**Run 1: signal wires on met3**

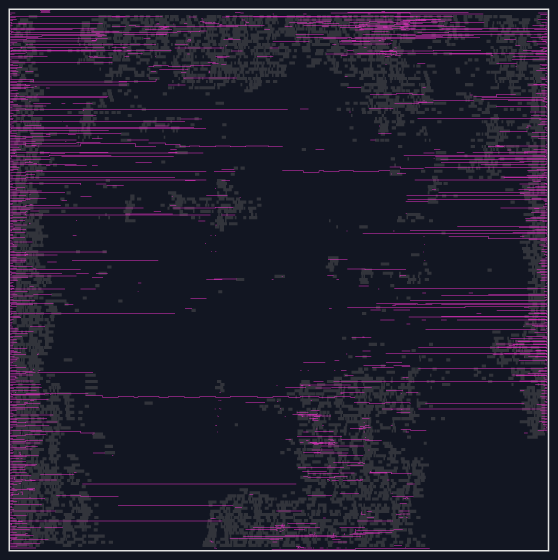
**Run 1: routed clock nets over the placement**

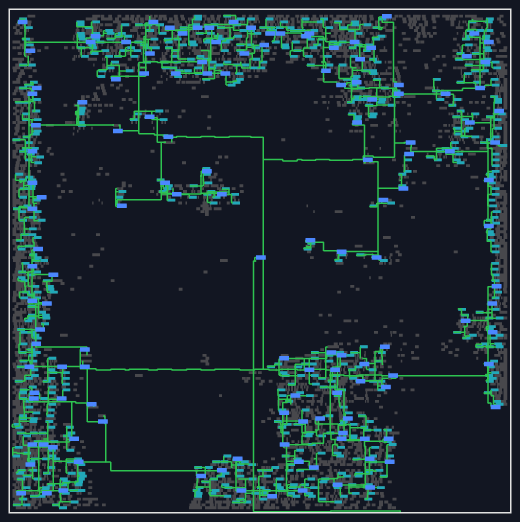
**Run 1: routing congestion**

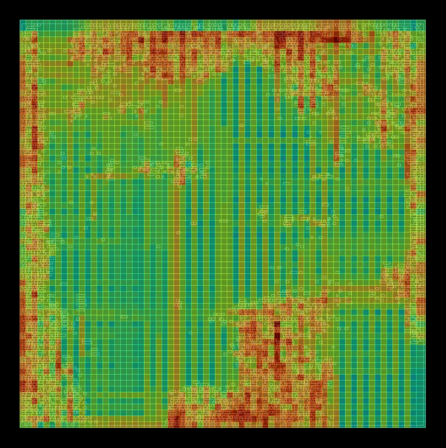
==> config.mk <==
export PLATFORM = sky130hd
export DESIGN_NAME = aes_ctr_ctrl
export DESIGN_NICKNAME = d
export VERILOG_FILES = /design/src/rtl/aes_ctr_ctrl.sv
export SDC_FILE = /design/constraint.sdc
export NUM_CORES = 1
export LEC_CHECK = 0
export CORE_AREA = 2 2 471 473
export CTS_CLUSTER_DIAMETER = 40
export DETAILED_ROUTE_END_ITERATION = 7
export DIE_AREA = 0 0 473 475
export SLEW_MARGIN = 20
export SYNTH_ARGS = -nofsm -noshare
export SYNTH_HDL_FRONTEND = slang
export SYNTH_SLANG_ARGS = --single-unit
==> constraint.sdc <==
create_clock -name clk -period 2.7 [get_ports clk]
set_input_delay 0.27 -clock clk [delete_from_list [all_inputs] [get_ports clk]]
set_output_delay 0.27 -clock clk [all_outputs]
set_load 0.005 [all_outputs]
==> results.ini, run 1 <==
[status]
outcome = complete, no violations

[placement]
gp_congestion = 0.899
dp_hpwl_mm = 157

[final_timing]
setup_viol = 0
slew_viol_final = 0
finalClockPeriodUsage_pct = 93.8
period_minus_slack_ns = 2.53
whs_ns = 0.0829

[finish]
drive_gt1_share_pct = 8.05
lay_top_count = clkdlybuf4s50_1
nets = 5269
largest_register_ffs = 256

[yosys]
ys_cells = 3120
numSynthFlops = 676
synth_seq_share_pct = 53.5
synth_nets = 3769
synth.cell_area_mm2 = 0.0253
simple_gate_area_share_pct = 21.4

[setup_path]
criticalPathCategory = flop to output port
required_ns = 2.43
reg2reg_setup_slack_ns = 0.33
cp-end-kind = output port
critical_path_peak_fanout = 14

[power_and_ir_drop]
total_power_mw = 31.8
leakagePower_nw = 16.4
seqPwrFrac_pct = 33.1
vdd_drop_max_mv = 0.592

[die]
die_x_um = 473
chipArea_mm2 = 0.225

[clocking]
htree_levels = 4
root_buffer = clkbuf_16
cts_tree = yes
clk_pin_slew_worst_paths_ns = 0.05
post_cts_buffers = 0
cts_max_path_buffers = 3

[routing]
detail_route.first_pass.iterations = 7

[min_path]
hp-class = input port to flop

-- 'signal wires on met3' (at the start) --
nets with wire on the layer: 874
share of all routed wire: 12%
wire length on this layer: 21.5 mm
Via Count: 29208
GR Util met3: 7.69%
final WL: 186 mm

-- 'routed clock nets over the placement' (at the start) --
[clock wires] green | length: 11800 um
[cells driving clock nets] blue | count: 139
[flip-flops] cyan | count: 676
routed clock nets: 140
clock share of power: 55.8%
Skew-Pair Late Insertion Delay: 0.79 ns
Clock net power: 17.7 mW
skew final: 0.0809 ns

-- 'routing congestion' (at the start) --
GRT met1 Usage: 18.0%
Overall Global Routing Usage: 15.8%
Final Util: 22.4%
routed length per placed instance: 24.3 um
grt peak-use layer: met2

-- run 1: stage by stage --
stage | area (um2) | util (%)
after global routing | 48900 | 22.3
after detailed placement | 41200 | 18.8
after CTS | 48900 | 22.3
final | 49000 | 22.4
after floorplan | 25300 | -
after global placement | 41200 | 18.8
-- run 1: critical path, cell delays in order (launching register included) --
cell and delay [ns]:
dfxtp_1 0.62, mux2_2 0.42, clkdlybuf4s50_1 0.45
-- run 1: repair_timing --
action / in CTS / in global routing
gates resized: 2 / 1
endpoints found under the hold margin: 279 / 0
hold buffers: 277 / 0
endpoints found under the setup margin: 1 / 1
-- run 1: cells by family after synthesis --
family	Yosys count
xor gates and xnor gates	148
buffers and inverters	239
DFF	676
AOI/OAI and AO/OA	720
adders and majority gates	2
and+or+nand+nor	1334
muxes	1
-- run 1: power groups by stage --
stage                     Clock, mW  Combinational, mW  Sequential (mW)
after floorplan                   0              0.817             10.7
after global placement            0               3.13             10.7
after detailed placement          0               3.13             10.7
after CTS                      18.1               3.57             10.5
after global routing           18.6               3.74             10.5
final                          17.7               3.53             10.5
-- run 1: cells in the mapped netlist, types with 7 or more instances --
cell type     n  share of area [%]
nand2_1    1009                 15
dfxtp_1     676                 54
a21oi_1     511                 10
clkbuf_1    194                2.9
nor2_1      181                2.7
xnor2_1     141                4.9
a211oi_1    134                4.0
buf_2        31               0.61
nand3_1      30               0.59
nor3_1       21               0.42
o21ai_0      19               0.38
a31oi_1      18               0.45
nand4_1      17               0.42
or3_1        15               0.37
nor4_1        9               0.22
and3_1        8               0.20
inv_1         8               0.12
nand2b_1      7               0.17
xor2_1        7               0.24
-- run 1: routing by layer --
layer  global-route usage [%]  part of all wire, %  vias to the layer above
met5                     1.06                 0.35                        -
met4                     5.88                  3.7                      106
met3                     7.69                   12                      415
met2                     25.3                   45                     1443
met1                     18.0                   39                    13749
li1                         -                    -                    13495
-- run 1: cell type report --
| type | instances | area (um2) |
|---|---|---|
| Fill cell | 23838 | 170000 |
| Timing Repair Buffer | 1590 | 16000 |
| Sequential cell | 676 | 13500 |
| Multi-Input combinational cell | 2205 | 10900 |
| Clock buffer | 163 | 3650 |
| Tap cell | 2871 | 3590 |
| Clock inverter | 93 | 1230 |
| Antenna cell | 40 | 100 |
| Inverter | 8 | 30.0 |
## Run 2: what changed since run 1
CORE_AREA = 2 2 465 467   (was 2 2 471 473)
DIE_AREA = 0 0 467 469   (was 0 0 473 475)
MAX_ROUTING_LAYER = met4   (was not set)
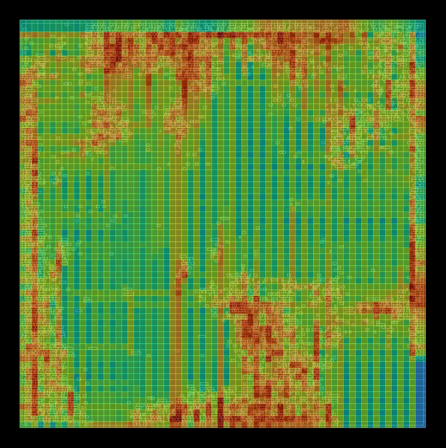
**Above:** run 2 (routing congestion).
GRT met1 Usage: 18.3%
Final Util: 22.6%
routed length per placed instance: 24.7 um
met2 usage: 26.3%
GR Util met3: 7.61%

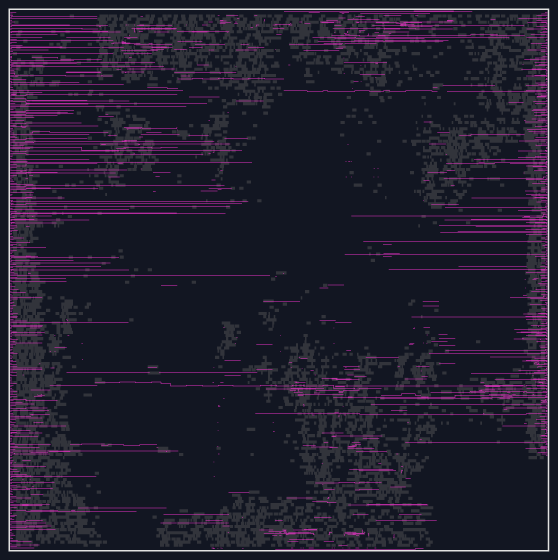
**Above:** run 2 (signal wires on met3).
longest straight run: 225 um
nets with wire on the layer: 876
wire length on this layer: 20.8 mm
share of all routed wire: 11%
main direction: horizontal
final WL: 188 mm
Via Count: 28773

==> run 2 against run 1 <==
The flow now finishes with violations (antenna rules); setup slack got worse by 0.0086 ns; critical path depth increased by 1; clock skew decreased by 0.052 ns; critical endpoint is now cfg_ready_o; synthesized cell count unchanged; non-clock buffer count decreased by 77; via count decreased by 1.5%; largest cell class unchanged; clock power about the same; die size decreased by 2.5%; register-to-register slack got worse by 0.12 ns.
==> results.ini, run 2 <==
[yosys]
synth.top_cell.area_share_pct = 53.5  ; unchanged
synth_top_cell_by_count = nand2_1
ys_top_cells_by_count = nand2_1 (1009), dfxtp_1 (676), a21oi_1 (511)
synth.cell_area_mm2 = 0.0253  ; unchanged
synth_seq_share_pct = 53.5  ; unchanged
numSynthFlops = 676  ; unchanged
ys_cells = 3120  ; unchanged
area_leaders = dfxtp_1 (54%), nand2_1 (15%), a21oi_1 (10%)
flop_cell = dfxtp_1
synth.largest_area_cell = dfxtp_1

[die]
die_x_um = 467  ; -1.3%

[setup_path]
critical_path_peak_fanout = 11  ; -3
cp-end-kind = output port
reg2reg_setup_slack_ns = 0.21  ; -0.12 ns
required_ns = 2.43  ; about the same
slowest_delay_ns = 0.61  ; about the same
crit_chain = buf_4, nor3_1, clkdlybuf4s50_1

[clocking]
clk_pin_slew_worst_paths_ns = 0.05  ; about the same
cts_max_path_buffers = 3  ; unchanged
root_buffer = clkbuf_16
cts_tree = yes

[finish]
final_area_mm2 = 0.0483  ; -1.4%
lay_top_count = clkdlybuf4s50_1
drive_gt1_share_pct = 7.94  ; -0.11 points
nFillCells = 23301  ; -2.3%
nets = 5189  ; -1.5%

[global_routing]
grt-ovfl-total = 0
track_usage_pct = 16.8  ; +0.98 points

[power_and_ir_drop]
vdd_drop_max_mv = 0.589  ; -0.64%
leakagePower_nw = 16.0  ; -2.0%

[final_timing]
setup_viol = 0  ; unchanged
finalClockPeriodUsage_pct = 94.1  ; +0.32 points
period_minus_slack_ns = 2.54  ; +0.00864 ns

[placement]
gp_congestion = 0.911  ; +1.4%
dpl_cell_area_mm2 = 0.0411  ; -0.43%

[routing]
detail_route.first_pass.iterations = 5  ; -2
antenna_left = 1

[status]
outcome = finished with violations
failed_checks = antenna rules

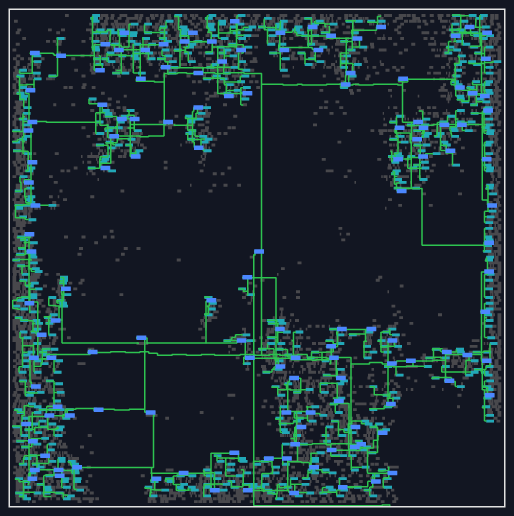
**Above:** run 2 (routed clock nets over the placement).
[clock wires] green | length: 11900 um
[cells driving clock nets] blue | count: 136
[flip-flops] cyan | count: 676
flops lie: widely spread
routed clock nets: 137
Clock net power: 17.9 mW
Skew-Pair Late Insertion Delay: 0.77 ns
skew final: 0.0293 ns
clock share of power: 56.2%

## run 2: layer usage
metal / part of all wire [%] / global-route usage [%] / vias to the layer above
li1: - / - / 13479
met1: 39 / 18.3 / 13577
met2: 46 / 26.3 / 1423
met3: 11 / 7.61 / 294
met4: 4.4 / 7.20 / 0
met5: 0 / - / -
## run 2: stage by stage
stage	power, mW	util, %	hold slack (ns)
floorplan	11.5	-	0.406
global placement	13.8	19.2	0.442
CTS	32.3	22.5	0.000127
global route	32.9	22.6	0.0324
detailed placement	13.8	19.2	0.446
finish	31.8	22.6	0.0900
## run 2: cells by family after synthesis
kind of cell	Yosys count	synth area share, %
fa+ha+maj	2	0.0990
simple gates	1334	21.4
flops	676	53.5
compound gates	720	16.1
xor+xnor	148	5.13
buf+inv	239	3.72
mux	1	0.0445
## run 2: power by group
group          total [mW]  leakage (nW)  internal (mW)  switching [mW]
Clock                17.9          2.34           11.6            6.20
Combinational        3.40          8.22           1.87            1.52
Sequential           10.5          5.49           10.3           0.209
## run 2: cell type report
type	instances	area (um2)	share of cell area, %
well taps	2838	3550	7.35
repair buffers	1513	15200	31.5
clock inverters	85	1160	2.40
multi-input cells	2205	10800	22.4
flip-flops and latches	676	13500	28.0
inverters	8	30.0	0.0621
diodes	116	290	0.601
clock buffers	160	3710	7.67
## run 2: worst max-delay path, delay by kind of cell (launching register included)
family / cells / cell delay, ns
and+or+nand+nor: 1 / 0.30
buffers and inverters: 2 / 0.81
DFF: 1 / 0.39
## run 2: repair_timing
item,4_1_cts,5_1_grt
hold buffers,210,0
hold endpoints to repair,237,0
endpoints found under the setup margin,0,1
resized,0,2
setup buffers,0,0
No activity file was given, so power comes from the tool's default toggle rates.
